### src/rtl/ibr128_stream_adapter.sv
// Bridges a 32-bit word stream to a 128-bit block cipher core: gathers four words,
// pulses the core, waits a bounded time for the result and streams four words back out.
module ibr128_stream_adapter #(
  parameter int unsigned MSW_FIRST  = 1,
  parameter int unsigned WAIT_LIMIT = 1024
) (
  input  logic         Clk,
  input  logic         Rst,
  input  logic [31:0]  in_data,
  input  logic         in_valid,
  output logic         in_ready,
  output logic [31:0]  out_data,
  output logic         out_valid,
  input  logic         out_ready,
  output logic         core_enable,
  output logic [127:0] core_plaintext,
  input  logic [127:0] core_ciphertext,
  input  logic         core_ready,
  output logic         busy,
  output logic         timeout_err,
  output logic [15:0]  block_count
);

  typedef enum logic [1:0] {
    S_LOAD,
    S_START,
    S_WAIT,
    S_DRAIN
  } state_t;

  // r_wcnt holds completed WAIT cycles, so the limit is hit one below WAIT_LIMIT
  localparam logic [15:0] LIMIT_M1 = 16'(WAIT_LIMIT - 1);

  state_t       r_state;
  state_t       w_next;
  logic [1:0]   r_widx;
  logic [1:0]   r_oidx;
  logic [127:0] r_pt;
  logic [127:0] r_buf;
  logic [15:0]  r_wcnt;
  logic [15:0]  r_bcnt;
  logic         r_timeout;

  logic         w_in_hs;
  logic         w_out_hs;
  logic         w_capture;
  logic         w_expire;
  logic         w_limit;
  logic [1:0]   w_wslot;
  logic [1:0]   w_oslot;

  // Slot 3 is bits [127:96]; MSW-first ordering maps index k to slot 3-k
  assign w_wslot = (MSW_FIRST != 0) ? ~r_widx : r_widx;
  assign w_oslot = (MSW_FIRST != 0) ? ~r_oidx : r_oidx;
  assign w_limit = (r_wcnt == LIMIT_M1);

  assign out_data       = r_buf[{w_oslot, 5'b00000} +: 32];
  assign core_plaintext = r_pt;
  assign timeout_err    = r_timeout;
  assign block_count    = r_bcnt;

  always_ff @(posedge Clk) begin
    if (Rst) begin
      r_state <= S_LOAD;
    end else begin
      r_state <= w_next;
    end
  end

  always_comb begin
    w_next      = r_state;
    in_ready    = 1'b0;
    out_valid   = 1'b0;
    core_enable = 1'b0;
    busy        = 1'b1;
    w_in_hs     = 1'b0;
    w_out_hs    = 1'b0;
    w_capture   = 1'b0;
    w_expire    = 1'b0;
    case (r_state)
      S_LOAD: begin
        in_ready = 1'b1;
        busy     = 1'b0;
        w_in_hs  = in_valid;
        if (in_valid && (r_widx == 2'd3)) begin
          w_next = S_START;
        end
      end
      S_START: begin
        core_enable = 1'b1;
        w_next      = S_WAIT;
      end
      S_WAIT: begin
        // A result arriving on the limit cycle still counts as success
        if (core_ready) begin
          w_capture = 1'b1;
          w_next    = S_DRAIN;
        end else if (w_limit) begin
          w_expire = 1'b1;
          w_next   = S_LOAD;
        end
      end
      S_DRAIN: begin
        out_valid = 1'b1;
        w_out_hs  = out_ready;
        if (out_ready && (r_oidx == 2'd3)) begin
          w_next = S_LOAD;
        end
      end
      default: begin
        w_next = S_LOAD;
      end
    endcase
  end

  always_ff @(posedge Clk) begin
    if (Rst) begin
      r_widx    <= '0;
      r_oidx    <= '0;
      r_pt      <= '0;
      r_buf     <= '0;
      r_wcnt    <= '0;
      r_bcnt    <= '0;
      r_timeout <= 1'b0;
    end else begin
      if (w_in_hs) begin
        r_pt[{w_wslot, 5'b00000} +: 32] <= in_data;
        r_widx                          <= r_widx + 2'd1;
      end
      if (r_state == S_START) begin
        r_wcnt <= '0;
      end else if (r_state == S_WAIT) begin
        r_wcnt <= r_wcnt + 16'd1;
      end
      if (w_capture) begin
        r_buf <= core_ciphertext;
      end
      if (w_expire) begin
        r_timeout <= 1'b1;
        r_widx    <= '0;
      end
      if (w_out_hs) begin
        r_oidx <= r_oidx + 2'd1;
        if (r_oidx == 2'd3) begin
          r_bcnt <= r_bcnt + 16'd1;
        end
      end
    end
  end

endmodule

### config.mk
export PLATFORM = sky130hd
export DESIGN_NAME = ibr128_stream_adapter
export DESIGN_NICKNAME = d
export VERILOG_FILES = /design/src/rtl/ibr128_stream_adapter.sv
export SDC_FILE = /design/constraint.sdc
export NUM_CORES = 1
export LEC_CHECK = 0
export ABC_CLOCK_PERIOD_IN_PS = 2680
export CORE_MARGIN = 10
export CORE_UTILIZATION = 37
export CTS_CLUSTER_SIZE = 20
export DETAILED_ROUTE_END_ITERATION = 8
export PLACE_DENSITY = 0.75
export SLEW_MARGIN = 30
export SYNTH_ARGS = -nofsm -noshare
export SYNTH_HDL_FRONTEND = slang
export SYNTH_SLANG_ARGS = --single-unit
### constraint.sdc
create_clock -name Clk -period 2.68 [get_ports Clk]
set_clock_uncertainty 0.2 [all_clocks]
set_input_delay 0.67 -clock Clk [delete_from_list [all_inputs] [get_ports Clk]]
set_output_delay 0.67 -clock Clk [all_outputs]
set_load 0.005 [all_outputs]
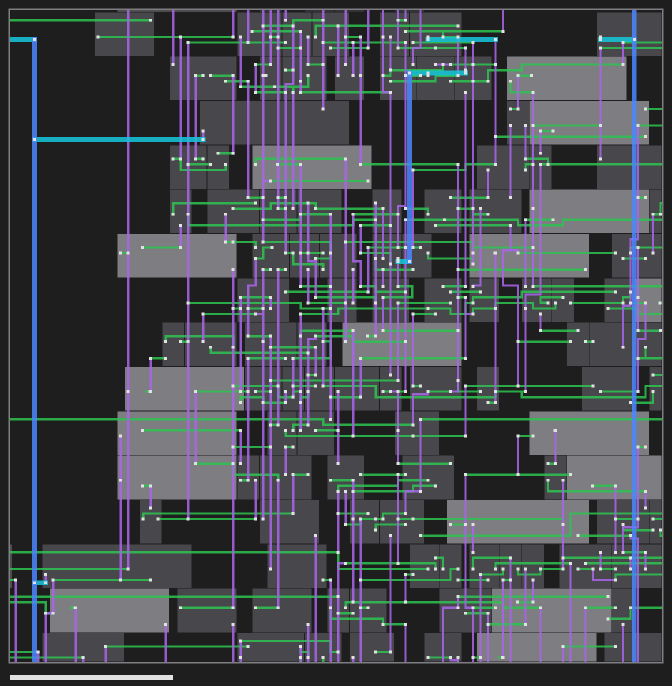
*Close-up of the layout, run 1*
The bar under the picture is 10 um long. Window x 79 to 119, y 39 to 79 um. Cells in gray, sequential cells in the stronger gray; small squares are vias.
color	layer
green	met1
blue	met4
cyan	met3
purple	met2
sequential cells in the window	16
most frequent	dfxtp_1 (15), nor2_1 (13), nand2_1 (8)
cells with their middle in the window	107
netlist names of flops here include	`block_count` (10), `r_wcnt` (4)

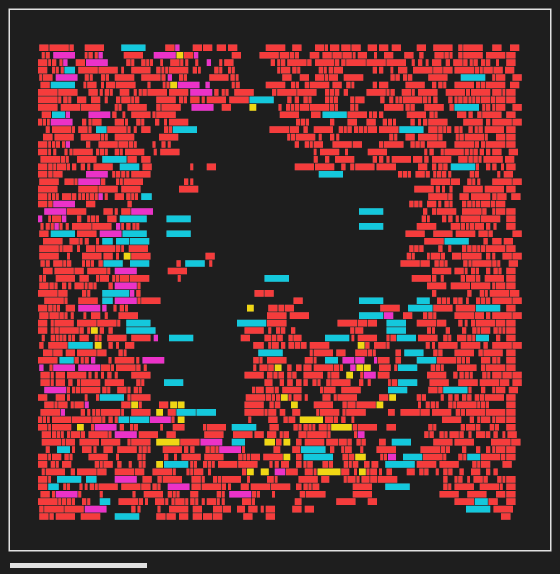
*Cells by drive strength, run 1*
The bar under the picture is 50 um long.
color	size	cells	share
magenta	drive 2	63	3.6%
red	drive 1 or less	1559	90%
cyan	drive 6 and up	81	4.7%
yellow	drive 3 to 4	34	2.0%

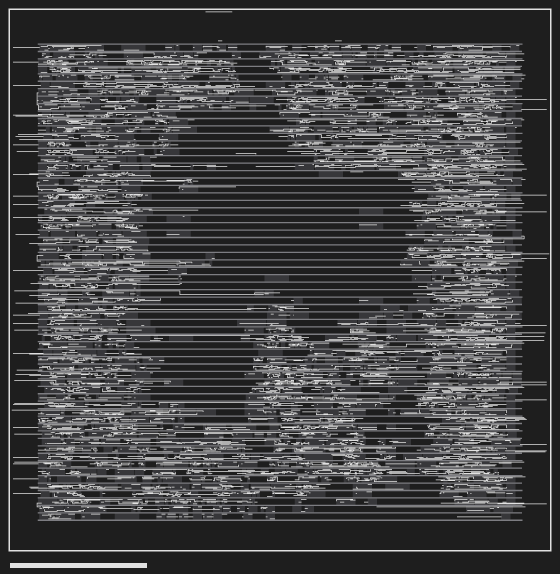
*M1 wires, run 1*
The bar under the picture is 50 um long. Supply wires on this layer in gray.
wire length on this layer	15300 um
share of all routed wire	37%
longest straight run	60.5 um
nets with wire on the layer	1684
main direction	horizontal

## run 1: final cells by class
cell class / count / share of cell area
multi-input combinational: 981 / 0.311
sequential: 295 / 0.349
clock buffer: 54 / 0.0632
tap: 396 / 0.0293
inverter: 7 / 0.00155
timing repair buffer: 393 / 0.237
clock inverter: 7 / 0.00813
## run 1: state kept, by name, summed over array words and instances, names as in the netlist
register        flops
core_plaintext    128
r_buf             128
block_count        16
r_wcnt             16
r_oidx              2
r_state             2
r_widx              2
timeout_err         1
## run 1: per-layer routing
| layer | wire [um] | part of all wire |
|---|---|---|
| met5 | 13 | 0.00032 |
| met4 | 1380 | 0.034 |
| met2 | 18800 | 0.46 |
| met1 | 15300 | 0.37 |
| met3 | 5460 | 0.13 |
## run 1: cells in the final DEF (no fill, tap or decap), types with 10 or more instances in the layout
cell type	Yosys	layout
nand2_1	405	404
clkdlybuf4s50_1	0	311
dfxtp_1	295	292
a21oi_1	268	268
nand3_1	137	137
clkbuf_16	0	37
mux4_2	32	32
nor2_1	29	28
buf_4	0	26
buf_2	22	19
buf_12	0	19
nand4_1	12	12
xnor2_1	12	12
xor2_1	10	10
nor3_1	11	10
## run 1: worst min path at each step
stage	from	endpoint	depth (start not counted)
after floorplan	r_buf[32]	r_buf[32]	2
after detailed placement	core_plaintext[99]	core_plaintext[99]	2
final	core_plaintext[119]	core_plaintext[119]	2
after global routing	r_buf[45]	r_buf[45]	2
after CTS	core_plaintext[99]	core_plaintext[99]	2
after global placement	core_plaintext[58]	core_plaintext[58]	2
## run 1: worst max-delay path, delay by kind of cell (launching register included)
family                 cells  cell delay [ns]
muxes                      1             0.51
DFF                        1             0.39
buffers and inverters      4             0.48
## run 1: timing repair
item                       4_1_cts  5_1_grt
buffers inserted                10        1
setup endpoints to repair       36       31
gates resized                  131        4
gates cloned                     3        0
## run 1: stage by stage
step	cells	setup TNS (ns)
final	2133	-1.01
after global routing	2133	-2.96
after CTS	2133	-2.33
after detailed placement	2060	0
after global placement	2060	0
after floorplan	1398	0
## run 1: power by group through the flow
stage               logic [mW]  clock network (mW)  registers (mW)
global placement         0.806                   0            4.57
CTS                      0.819                5.05            4.47
finish                   0.821                4.93            4.48
global route             0.879                5.21            4.48
detailed placement       0.815                   0            4.57
floorplan                0.296                   0            4.57
## run 1: kinds of logic (layout without fill, tap and decap cells)
| family | count (synthesis) | in the layout |
|---|---|---|
| simple gates | 635 | 635 |
| flops | 295 | 295 |
| compound gates | 281 | 281 |
| buf+inv | 122 | 461 |
| mux | 35 | 35 |
| xor+xnor | 22 | 22 |
| fa+ha+maj | 8 | 8 |
==> results.py, run 1 <==
# Metrics from the implementation run
metrics = {
    "run_status": {
        "status": "complete, but fails checks",
        "violations": "setup timing",
    },
    "worst_setup_path": {
        "worstReg2RegStart": "r_widx[0]",
        "crit_path_top_delay_cell": "mux4_2",
        "crit_required_ns": 1.81,
        "cp-startpoint": "r_oidx[0]",
        "endpoint_kind": "output pin",
        "crit_path_max_fanout": 5,
        "reg2reg_to": "core_plaintext[68]",
        "start_kind": "flip-flop",
        "crit_arrival_ns": 1.90,
        "crit_path_cell_trace": "buf_12, buf_16, buf_8, mux4_2, buf_6",
        "cp-endpoint": "out_data[21]",
    },
    "logic_synthesis": {
        "yosysTopAreaCellShare": 0.507,
        "ff_type": "dfxtp_1",
        "ys_types": 46,
        "ys_area_mm2": 0.0116,
        "synthAoiAreaFrac": 0.123,
        "ys_ff": 295,
        "synth_area_mm2": 0.0116,
        "yosysTopAreaCell": "dfxtp_1",
        "synthCells": 1398,
        "yosysMostFrequentCell": "nand2_1",
        "topCombFamilyByArea": "simple AND/OR/NAND/NOR gates",
        "synthArstFlopShare": 0,
        "synth_warnings": 0,
        "avgSynthCellArea_um2": 8.33,
        "synth-xor-area-share": 0.0165,
    },
    "clock_network": {
        "cts_tree": "yes",
        "cts-root-buf": "clkbuf_16",
        "cts_hold_buffers": 0,
        "clockBufferDepth": 3,
        "clkTransAtPathRegs_ns": 0.06,
    },
    "finish": {
        "final_core_util": 0.549,
        "area_growth_pct": 45.3,
        "seq_area_mm2": 0.00591,
        "final_area_mm2": 0.0169,
        "fillers": 2705,
    },
    "power_and_ir_drop": {
        "ir_drop_mv": 0.554,
        "power_switching_mw": 2.27,
        "power.share.clock": 0.482,
        "switching_share": 0.222,
        "p_total_mw": 10.2,
        "p_leak_nw": 5.76,
        "p_int_mw": 7.96,
    },
    "global_routing": {
        "met2_usage": 0.331,
        "grt_use_met3": 0.0862,
        "grt_antenna_before_repair": 1,
        "grt_overflow": 0,
    },
    "die": {
        "die_area_mm2": 0.0390,
        "rows": 64,
        "core_mm2": 0.0308,
    },
    "final_timing": {
        "finalClockPeriodUsage": 1.03,
        "timing.final.ws_setup_ns": -0.0916,
        "hold_viol": 0,
        "setup_viol": 23,
        "rsz0062_at_grt": "true",
        "hold_ws_ns": 0.248,
        "min_period_ns": 2.77,
    },
    "flow_run": {
        "max_cap_viol_count": 0,
        "log.warning_count": 34,
    },
    "routing": {
        "avgRoutedWirePerCell_um": 19.2,
        "drtPass1Iterations": 5,
        "vias": 11282,
    },
    "place": {
        "dp_hpwl_um": 28700,
    },
    "hold_path": {
        "hp-class": "flip-flop to flip-flop",
    },
}
==> run 1 -> run 2 <==
--- a/config.mk
+++ b/config.mk
@@ -5,7 +5,7 @@
 export SDC_FILE = /design/constraint.sdc
 export NUM_CORES = 1
 export LEC_CHECK = 0
-export ABC_CLOCK_PERIOD_IN_PS = 2680
+export ABC_CLOCK_PERIOD_IN_PS = 3200
 export CORE_MARGIN = 10
 export CORE_UTILIZATION = 37
 export CTS_CLUSTER_SIZE = 20
==> constraint.sdc (replaced) <==
create_clock -name Clk -period 3.2 [get_ports Clk]
set_clock_uncertainty 0.2 [all_clocks]
set_input_delay 0.8 -clock Clk [delete_from_list [all_inputs] [get_ports Clk]]
set_output_delay 0.8 -clock Clk [all_outputs]
set_load 0.005 [all_outputs]
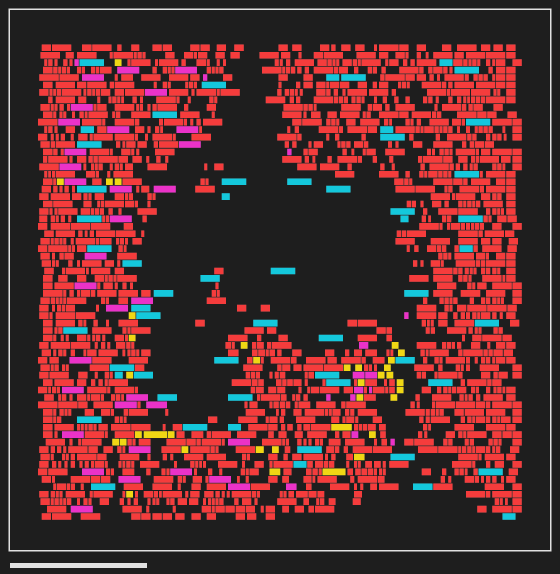
*Cells by drive strength, run 2*
The bar under the picture is 50 um long.
Worst Slack Setup Final: 0.0900 ns
Area Overhead vs Synth: 42.8%
bufs w/o clock: 381

==> run 2 against run 1 <==
Net effect: the flow now finishes without violations; setup slack better by 0.18 ns; final area is 1.7% lower; wire length is 2.7% lower; register-to-register slack better by 0.36 ns.
==> results.py, run 2 <==
# Metrics from the implementation run
metrics = {
    "logic_synthesis": {
        "ys_ff": 295,
        "synthArstFlopShare": 0,
        "ys_types": 46,
        "ff_type": "dfxtp_1",
        "synth_warnings": 0,
        "yosysTopAreaCell": "dfxtp_1",
        "yosysTopAreaCellShare": 0.507,
        "ys_seq_frac": 0.507,
        "synth_area_mm2": 0.0116,
        "synthCells": 1398,
        "avgSynthCellArea_um2": 8.33,
    },
    "flow_run": {
        "max_cap_viol_count": 0,
        "log.warning_count": 32,
    },
    "worst_setup_path": {
        "crit_required_ns": 2.20,
        "worstReg2RegStart": "r_oidx[1]",
        "endpoint_kind": "output pin",
        "critPathMaxStageDelay_ns": 0.51,
        "crit_arrival_ns": 2.11,
        "cp-startpoint": "r_oidx[0]",
        "start_kind": "flip-flop",
        "critPathBufInv": 2,
        "crit_path_max_fanout": 14,
        "critical-path-top-delay-family": "buffers and inverters",
        "crit_path_top_delay_cell": "mux4_2",
    },
    "final_timing": {
        "hold_ws_ns": 0.249,
        "setup_tns_ns": 0,
        "hold_viol": 0,
        "rsz0062_at_grt": "false",
        "finalClockPeriodUsage": 0.972,
        "min_period_ns": 3.11,
    },
    "power_and_ir_drop": {
        "p_leak_nw": 5.63,
        "p_int_mw": 6.30,
        "ir_drop_mv": 0.317,
        "switching_share": 0.233,
        "power.share.clock": 0.462,
    },
    "die": {
        "rows": 64,
        "die-height_um": 197,
        "core_mm2": 0.0308,
    },
    "routing": {
        "vias": 11177,
        "drt-initial-drc-count": 545,
        "drtPass1Iterations": 6,
    },
    "clock_network": {
        "cts_tree": "yes",
        "cts-root-buf": "clkbuf_16",
        "cts_hold_buffers": 0,
    },
    "run_status": {
        "status": "completed",
    },
    "hold_path": {
        "min_from": "core_plaintext[33]",
        "hp-class": "flip-flop to flip-flop",
    },
    "global_routing": {
        "grt_overflow": 0,
        "grt_antenna_before_repair": 0,
    },
    "finish": {
        "mostFrequentLayoutCells": "nand2_1, clkdlybuf4s50_1, dfxtp_1, a21oi_1, nand3_1",
        "final_common_cell": "nand2_1",
    },
}
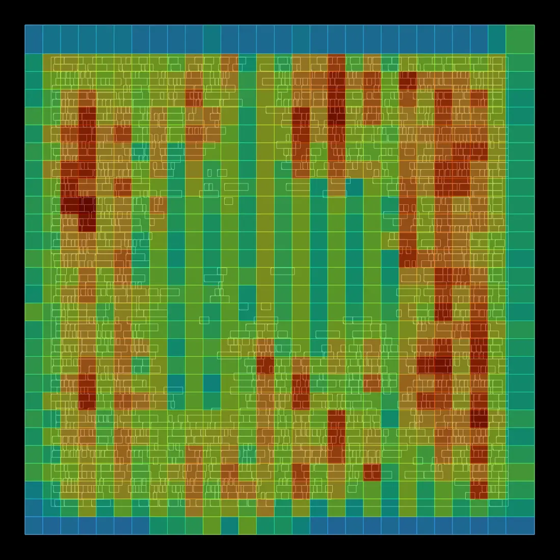
*Routing congestion map, run 2*
met1 usage: 0.223
post-layout util: 0.539

## run 2: cell count changes in the layout (fill, tap and decap cells not counted), sizes merged
cell | previous run | this run
buf | 76 | 36
clkdlybuf4s50 | 311 | 332
clkbuf | 55 | 50
dlymetal6s2s | 0 | 5
clkinv | 2 | 6
bufinv | 4 | 1
inv | 7 | 10
dlygate4sd2 | 5 | 7
clkinvlp | 1 | 2
## run 2: power by group through the flow
| stage | sequential [mW] | clock, mW | combinational (mW) |
|---|---|---|---|
| finish | 3.75 | 3.80 | 0.667 |
| CTS | 3.75 | 3.87 | 0.665 |
| detailed placement | 3.83 | 0 | 0.661 |
| global placement | 3.83 | 0 | 0.653 |
| global route | 3.75 | 4.03 | 0.711 |
| floorplan | 3.83 | 0 | 0.248 |
## run 2: metal layers
metal	up-vias	track usage	routed length [um]
met2	502	0.317	18200
li1	5349	-	-
met5	-	0	0
met4	0	0.0649	1180
met1	5255	0.223	15400
met3	71	0.0794	5050
## run 2: cells by family after synthesis
| group | share of synthesized area |
|---|---|
| AND/OR/NAND/NOR | 0.238 |
| flip-flops | 0.507 |
| AND-OR/OR-AND | 0.123 |
| XOR/XNOR | 0.0165 |
| buffers and inverters | 0.0429 |
| adder cells (fa/ha/maj) | 0.00860 |
| multiplexers | 0.0647 |
## run 2: final cells by class
cell class	count	area (um^2)
Sequential cell	295	5910
Clock buffer	49	998
Multi-Input combinational cell	981	5270
Inverter	7	26.3
Clock inverter	12	101
Tap cell	396	495
Timing Repair Buffer	381	3830
Fill cell	2740	14200
## run 2: worst paths after layout
check | to | slack (ns) | depth (start not counted)
worst max-delay path | out_data[12] | 0.09 | 3
worst min-delay path | core_plaintext[33] | 0.25 | 2
worst max register to register | block_count[14] | 0.83 | 6
worst min register to register | core_plaintext[33] | 0.25 | 2
## run 2: repair_timing
action | in CTS | in global routing
hold endpoints to repair | 0 | 0
endpoints found under the setup margin | 25 | 12
resized | 8 | 5
setup buffers | 0 | 4
## run 2: tightest hold or removal path, stage by stage, from the launching register on
cell and delay, ns:
dfxtp_1 0.30, nand2_1 0.05, a21oi_1 0.05
## run 2: per-stage QoR
stage	std cells	util	area, um^2	setup WS [ns]	power [mW]
after floorplan	1398	-	11600	0.759	4.07
after global placement	2056	0.503	15500	0.331	4.48
after detailed placement	2056	0.503	15500	0.302	4.49
after CTS	2117	0.538	16600	0.000527	8.29
after global routing	2121	0.539	16600	0.00256	8.49
final	2121	0.539	16600	0.0900	8.21
==> run 2 -> run 3 <==
--- a/config.mk
+++ b/config.mk
@@ -8,6 +8,7 @@
 export ABC_CLOCK_PERIOD_IN_PS = 3200
 export CORE_MARGIN = 10
 export CORE_UTILIZATION = 37
+export CTS_CLUSTER_DIAMETER = 50
 export CTS_CLUSTER_SIZE = 20
 export DETAILED_ROUTE_END_ITERATION = 8
 export PLACE_DENSITY = 0.75
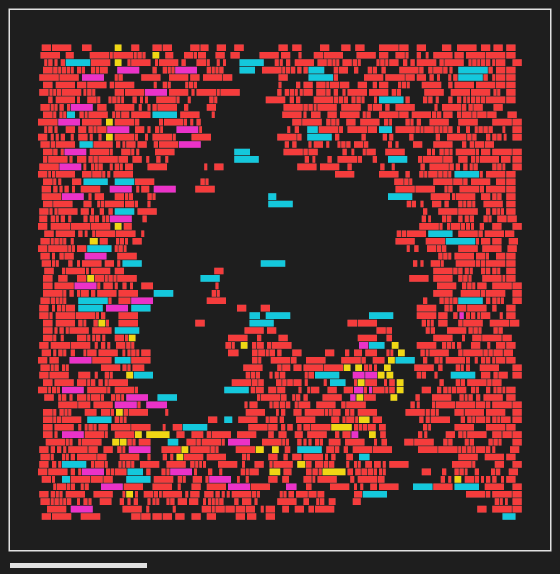
*Cells by drive strength, run 3*
The bar under the picture is 50 um long.
color	size	cells	share
magenta	drive 2	42	2.4%
yellow	drive 3 to 4	42	2.4%
red	drive 1 or less	1582	91%
cyan	drive 6 and up	63	3.6%

==> run 3 against run 2 <==
Net effect: cell count rose by 0.19%; count of clock-buffer cells in the layout fell by 14; power rose by 1.5%; sequential share of layout area fell by 0.26 points; final area rose by 0.74%; synthesized area did not move; sequential power barely moved; sequential cell count did not move; highest routed layer unchanged; combinational power barely moved; utilization rose by 0.40 points; register-to-register slack barely moved.
==> results.py, run 3 <==
# Metrics from the implementation run
metrics = {
    "run_status": {
        "status": "completed",
    },
    "logic_synthesis": {
        "synth_area_mm2": 0.0116,
        "fa_ha_area_frac": 0.00859,
        "ys_types": 46,
        "synthAoiAreaFrac": 0.123,
        "synth_warnings": 0,
        "synthCells": 1398,
        "yosysTopAreaCellShare": 0.507,
        "simple_gate_share": 0.238,
        "ff_type": "dfxtp_1",
        "avgSynthCellArea_um2": 8.33,
        "synthArstFlopShare": 0,
        "ys_seq_frac": 0.507,
        "ys_area_mm2": 0.0116,
        "synth-xor-area-share": 0.0165,
        "yosysMostFrequentCell": "nand2_1",
        "yosysTopAreaCell": "dfxtp_1",
        "topCombFamilyByArea": "simple AND/OR/NAND/NOR gates",
    },
    "finish": {
        "logic_area_mm2": 0.00527,
        "mostFrequentLayoutCells": "nand2_1, clkdlybuf4s50_1, dfxtp_1, a21oi_1, nand3_1",
        "fillers": 2732,
        "seq_area_mm2": 0.00591,
        "final_common_cell": "nand2_1",
        "area_growth_pct": 43.9,
    },
    "die": {
        "rows": 64,
        "die-height_um": 197,
        "die_area_mm2": 0.0390,
        "core_mm2": 0.0308,
    },
    "worst_setup_path": {
        "endpoint_kind": "output pin",
        "cp-startpoint": "r_oidx[0]",
        "crit_path_max_fanout": 6,
        "start_kind": "flip-flop",
        "crit_arrival_ns": 2.11,
        "crit_required_ns": 2.20,
        "worstReg2RegStart": "r_oidx[1]",
    },
    "place": {
        "dp_hpwl_um": 28500,
    },
    "routing": {
        "drtPass1Iterations": 5,
        "vias": 11142,
        "drt-initial-drc-count": 564,
    },
    "global_routing": {
        "grt_antenna_before_repair": 0,
    },
    "power_and_ir_drop": {
        "ir_drop_mv": 0.395,
        "p_leak_nw": 5.82,
    },
    "final_timing": {
        "rsz0062_at_grt": "false",
        "hold_viol": 0,
        "min_period_ns": 3.11,
        "setup_tns_ns": 0,
        "setup_viol": 0,
    },
    "clock_network": {
        "cts-root-buf": "clkbuf_16",
        "clkTransAtPathRegs_ns": 0.07,
        "cts_tree": "yes",
    },
    "hold_path": {
        "hp-class": "flip-flop to flip-flop",
        "min_from": "core_plaintext[33]",
    },
    "flow_run": {
        "max_cap_viol_count": 0,
    },
}
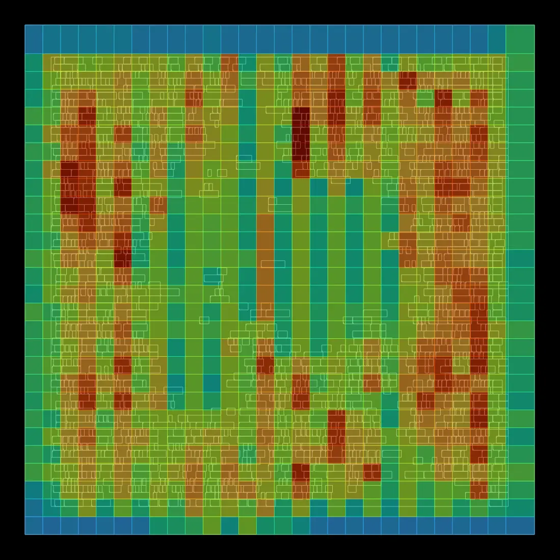
*Routing congestion map, run 3*
post-layout util: 0.544
GR peak layer: met2
routed wire length per instance: 18.7 um
GRT Util Overall: 0.191

==> run 3: what timing repair did <==
action,in CTS,in global routing
buffers inserted,1,10
endpoints found under the setup margin,28,12
gates resized,17,11
pin swaps,0,0
gates cloned,0,0
==> run 3: final timing paths <==
kind	to	slack, ns	cells after the start
min	core_plaintext[33]	0.25	2
min reg2reg	core_plaintext[33]	0.25	2
max	out_data[27]	0.09	3
max reg2reg	block_count[14]	0.83	6
==> run 3: layout make-up <==
type                       instances  share of cell area
sequential                       295               0.353
clock buffer                      35              0.0484
tap                              396              0.0296
clock inverter                    23              0.0197
inverter                           7             0.00157
multi-input combinational        981               0.314
timing repair buffer             388               0.234
==> run 3: worst max-delay path: stages (launching register included) <==
cell and delay, ns:
dfxtp_4 0.41, buf_6 0.15, mux4_2 0.51, clkdlybuf4s50_1 0.47
==> run 3: power by group <==
| part | internal [mW] | switching, mW | leakage [nW] |
|---|---|---|---|
| combinational | 0.316 | 0.350 | 2.89 |
| clock | 2.19 | 1.74 | 0.550 |
| sequential | 3.71 | 0.0305 | 2.38 |
==> run 3: logic make-up (layout without fill, tap and decap cells) <==
group | after synthesis | after routing
xor+xnor | 22 | 22
fa+ha+maj | 8 | 8
buf+inv | 122 | 453
flops | 295 | 295
simple gates | 635 | 635
mux | 35 | 35
compound gates | 281 | 281
==> run 3: layer usage <==
metal / global-route usage / routed length (um) / vias up
li1: - / - / 5366
met1: 0.221 / 15100 / 5213
met2: 0.313 / 18200 / 499
met3: 0.0799 / 5370 / 64
met4: 0.0647 / 1190 / 0
met5: 0 / 0 / -
==> run 3: stage by stage <==
step	std cells	cell area [um^2]	setup slack [ns]	hold WS [ns]	util
after floorplan	1398	11600	0.759	0.233	-
after global placement	2056	15500	0.331	0.238	0.503
after detailed placement	2056	15500	0.302	0.243	0.503
after CTS	2115	16600	0.00434	0.252	0.539
after global routing	2125	16800	0.0159	0.265	0.544
final	2125	16800	0.0936	0.250	0.544
Power is estimated from default activity; no workload was simulated.
